`src/rtl/pifo_sched_ctrl.sv`:
```
// pifo_sched_ctrl: shares one pifo_reg between N_PORTS round-robin enqueue requesters and a
// single dequeue client; counts committed plus staged entries so the PIFO never overflows.
module pifo_sched_ctrl #(
    parameter int N_PORTS     = 4,
    parameter int L2_MAX_SIZE = 3,
    parameter int RANK_WIDTH  = 8,
    parameter int META_WIDTH  = 8
) (
    input  logic                          clk,
    input  logic                          rst,
    input  logic [N_PORTS-1:0]            in_valid,
    output logic [N_PORTS-1:0]            in_ready,
    input  logic [N_PORTS*RANK_WIDTH-1:0] in_rank,
    input  logic [N_PORTS*META_WIDTH-1:0] in_meta,
    input  logic                          out_req,
    output logic                          out_valid,
    output logic [RANK_WIDTH-1:0]         out_rank,
    output logic [META_WIDTH-1:0]         out_meta,
    output logic [L2_MAX_SIZE:0]          occupancy,
    output logic                          full,
    output logic                          err_underflow,
    output logic                          pifo_insert,
    output logic                          pifo_remove,
    output logic [RANK_WIDTH-1:0]         pifo_rank_in,
    output logic [META_WIDTH-1:0]         pifo_meta_in,
    input  logic [RANK_WIDTH-1:0]         pifo_rank_out,
    input  logic [META_WIDTH-1:0]         pifo_meta_out,
    input  logic                          pifo_valid_out
);
    localparam int                   PTR_W       = $clog2(N_PORTS);
    localparam logic [PTR_W:0]       NUM_PORTS   = (PTR_W + 1)'(N_PORTS);
    localparam logic [L2_MAX_SIZE:0] MAX_ENTRIES = (L2_MAX_SIZE + 1)'(1) << L2_MAX_SIZE;

    typedef enum logic [1:0] {
        IDLE,
        POP,
        SETTLE
    } state_t;

    state_t                 state;
    logic                   pend;
    logic [PTR_W-1:0]       rr_ptr;
    logic [L2_MAX_SIZE:0]   resv;
    logic                   space_ok;
    logic                   grant_found;
    logic [PTR_W-1:0]       grant_idx;
    logic [PTR_W:0]         cand;
    logic [RANK_WIDTH-1:0]  grant_rank;
    logic [META_WIDTH-1:0]  grant_meta;
    logic                   transfer;

    // The staged entry is already promised a slot, so it counts against capacity.
    assign resv     = occupancy + {{L2_MAX_SIZE{1'b0}}, pifo_insert};
    assign space_ok = (resv != MAX_ENTRIES) || pifo_remove;
    assign full     = (resv == MAX_ENTRIES);

    always_comb begin
        // NOTE: every variable written here gets a default first, so no latch is inferred.
        grant_found = 1'b0;
        grant_idx   = '0;
        cand        = '0;
        for (int k = 0; k < N_PORTS; k++) begin
            cand = {1'b0, rr_ptr} + (PTR_W + 1)'(k);
            if (cand >= NUM_PORTS) begin
                cand = cand - NUM_PORTS;
            end
            if (!grant_found && in_valid[cand[PTR_W-1:0]]) begin
                grant_found = 1'b1;
                grant_idx   = cand[PTR_W-1:0];
            end
        end
    end

    always_comb begin
        grant_rank = '0;
        grant_meta = '0;
        for (int k = 0; k < N_PORTS; k++) begin
            if (grant_idx == PTR_W'(k)) begin
                grant_rank = in_rank[k*RANK_WIDTH +: RANK_WIDTH];
                grant_meta = in_meta[k*META_WIDTH +: META_WIDTH];
            end
        end
    end

    assign transfer = grant_found && space_ok;
    assign in_ready = transfer ? (N_PORTS'(1) << grant_idx) : '0;

    // Insert stage and committed-entry counter.
    always_ff @(posedge clk or negedge rst) begin
        if (!rst) begin
            rr_ptr       <= '0;
            pifo_insert  <= 1'b0;
            pifo_rank_in <= '0;
            pifo_meta_in <= '0;
            occupancy    <= '0;
        end else begin
            // NOTE: state updates are non-blocking so every block samples pre-edge values.
            pifo_insert <= transfer;
            if (transfer) begin
                rr_ptr       <= (grant_idx == PTR_W'(N_PORTS - 1)) ? '0 : grant_idx + PTR_W'(1);
                pifo_rank_in <= grant_rank;
                pifo_meta_in <= grant_meta;
            end
            case ({pifo_insert, pifo_remove})
                2'b10:   occupancy <= occupancy + (L2_MAX_SIZE + 1)'(1);
                2'b01:   occupancy <= occupancy - (L2_MAX_SIZE + 1)'(1);
                default: occupancy <= occupancy;
            endcase
        end
    end

    // Dequeue sequencer: POP removes the head, SETTLE lets pifo_reg present the next head.
    always_ff @(posedge clk or negedge rst) begin
        if (!rst) begin
            state         <= IDLE;
            pend          <= 1'b0;
            pifo_remove   <= 1'b0;
            out_valid     <= 1'b0;
            out_rank      <= '0;
            out_meta      <= '0;
            err_underflow <= 1'b0;
        end else begin
            pifo_remove <= 1'b0;
            out_valid   <= 1'b0;
            case (state)
                IDLE: begin
                    if ((pend || out_req) && (occupancy != '0)) begin
                        state       <= POP;
                        pifo_remove <= 1'b1;
                        pend        <= 1'b0;
                    end else if (out_req) begin
                        pend <= 1'b1;
                    end
                end
                POP: begin
                    state     <= SETTLE;
                    out_valid <= 1'b1;
                    out_rank  <= pifo_rank_out;
                    out_meta  <= pifo_meta_out;
                    if (!pifo_valid_out) begin
                        err_underflow <= 1'b1;
                    end
                    if (out_req) begin
                        pend <= 1'b1;
                    end
                end
                SETTLE: begin
                    state <= IDLE;
                    if (out_req) begin
                        pend <= 1'b1;
                    end
                end
                default: state <= IDLE;
            endcase
        end
    end
endmodule

```
`config.mk`:
```
export PLATFORM = sky130hd
export DESIGN_NAME = pifo_sched_ctrl
export DESIGN_NICKNAME = d
export VERILOG_FILES = /design/src/rtl/pifo_sched_ctrl.sv
export SDC_FILE = /design/constraint.sdc
export NUM_CORES = 1
export LEC_CHECK = 0
export ABC_AREA = 1
export CAP_MARGIN = 20
export CORE_ASPECT_RATIO = 0.7
export CORE_MARGIN = 2
export CORE_UTILIZATION = 42
export CTS_CLUSTER_SIZE = 28
export DETAILED_ROUTE_END_ITERATION = 8
export PLACE_DENSITY = 0.78
export SYNTH_ARGS = -nofsm -noshare
export SYNTH_HDL_FRONTEND = slang
export SYNTH_SLANG_ARGS = --single-unit
```
`constraint.sdc`:
```
create_clock -name clk -period 3.1 [get_ports clk]
set_clock_uncertainty 0.05 [all_clocks]
set_input_delay 0.465 -clock clk [delete_from_list [all_inputs] [get_ports clk]]
set_output_delay 0.465 -clock clk [all_outputs]
set_load 0.05 [all_outputs]
```
Fig. 1: signal wires on met1
Scale: 4 px per µm. Supply wires on this layer in grey. Cells faint in the background.
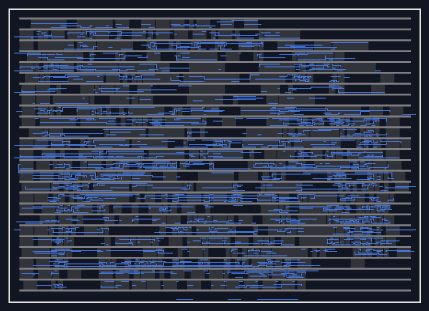
wire length on this layer = 3610 µm
nets with wire on the layer = 516
share of all routed wire = 44%
longest straight run = 50.8 µm

Fig. 2: signal wires on met2
Scale: 4 px per µm.
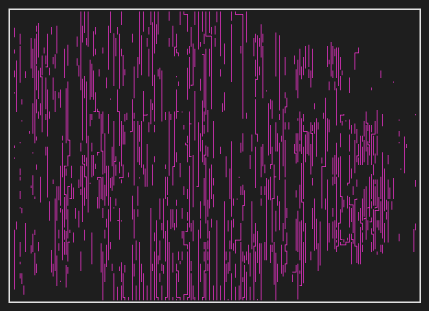
nets with wire on the layer = 514
share of all routed wire = 46%
longest straight run = 26.0 µm
wire length on this layer = 3770 µm

==> flow_summary_export.csv <==
group,metric,value,unit
run_status,status,"finished clean",
clock_network,ctsResizeCount,2,
floorplan,die_w,102,µm
floorplan,dieArea,7460,µm²
logic_synthesis,netlist_area,2840,µm²
detailed_routing,wl_per_cell,13.1,µm
global_route,first_global_vias,2878,
setup_path,cp-end-kind,"output port",
run,maxCapViolCount,0,
layout,seq_share,0.252,
layout,drive_above_1_share,0.110,
logic_synthesis,postSynthSeqShare,0.396,
global_route,grt_pass1_wl,13000,µm
setup_path,r2r_end,"pifo_rank_in[0]$_DFFE_PN0P_",
clock_network,clkTransAtPathRegs,0.07,ns
logic_synthesis,edf_count,0,
timing,setup_viol,0,
floorplan,n_tap_cell,94,
clock_network,numCtsBuffers,5,
timing,slew_viol_final,0,
global_route,grt-ovfl-total,0,
detailed_routing,via_per_inst,4.84,
clock_network,htreeDepth,2,
hold_path,hold_path.class,"flip-flop to flip-flop",
detailed_routing,dr_wl_met2,3770,µm
logic_synthesis,synth.logic.top_family,"simple AND/OR/NAND/NOR gates",
detailed_routing,dr.max_layer_used,"met4",
floorplan,row_count,25,
timing,finalWorstSetupSlack,0.117,ns
floorplan,ios,133,
timing,setup-tns-final,0,ns
logic_synthesis,top_cells_by_count,"nand2_1 (169), dfrtp_1 (45), o21ai_0 (36)",
layout,logic_gates,299,
logic_synthesis,ys_sh_adder,0.0598,
placed_design,place_hpwl,6350,µm
setup_path,cp_data_required_time,2.58,ns
global_route,track_usage,0.221,
Fig. 3: met3 routing
Scale: 6 px per µm. Cells faint in the background.
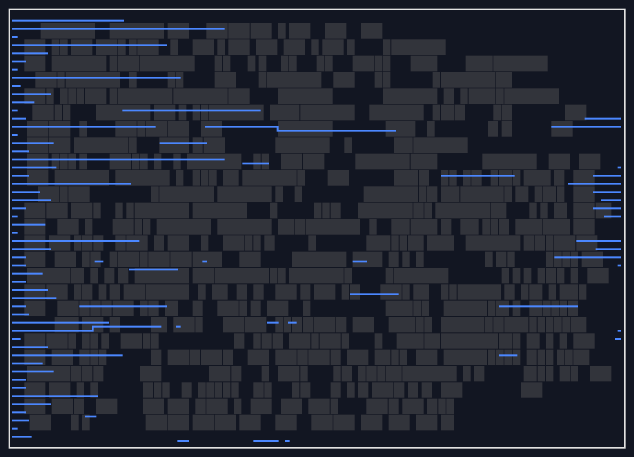
main direction = horizontal
wire length on this layer = 619 µm
share of all routed wire = 7.6%
nets with wire on the layer = 79
longest straight run = 35.2 µm

==> worst max-delay path, stage by stage <==
cell and delay, ns:
clkdlybuf4s50_1 0.48, inv_1 0.07, o21ai_1 0.11, nand2_1 0.09, nand2_2 0.10, inv_1 0.06
nand3_1 0.08, nand2_1 0.09, inv_1 0.06, nand2_1 0.09, inv_2 0.10, ha_4 0.16
buf_12 0.14, inv_1 0.07, nor2_4 0.13, buf_12 0.14
==> stage by stage <==
step / std cells / instance area [µm²] / hold slack [ns] / util
6_report: 622 / 4470 / 0.424 / 0.671
5_1_grt: 622 / 4470 / 0.452 / 0.671
4_1_cts: 616 / 4380 / 0.303 / 0.658
3_5_place_dp: 610 / 4310 / 0.407 / 0.646
3_3_place_gp: 610 / 4310 / 0.403 / 0.646
2_1_floorplan: 392 / 2850 / 0.119 / -
==> worst max path at each step <==
stage	startpoint	to	slack, ns	depth (start not counted)
2_1_floorplan	in_valid[1]	in_ready[3]	0.07	12
4_1_cts	in_valid[0]	in_ready[1]	0.02	16
5_1_grt	in_valid[0]	in_ready[1]	-0.04	16
6_report	in_valid[0]	in_ready[1]	0.12	16
3_3_place_gp	in_valid[0]	pifo_rank_in[0]$_DFFE_PN0P_	0.06	21
3_5_place_dp	in_valid[1]	in_ready[1]	-0.05	13
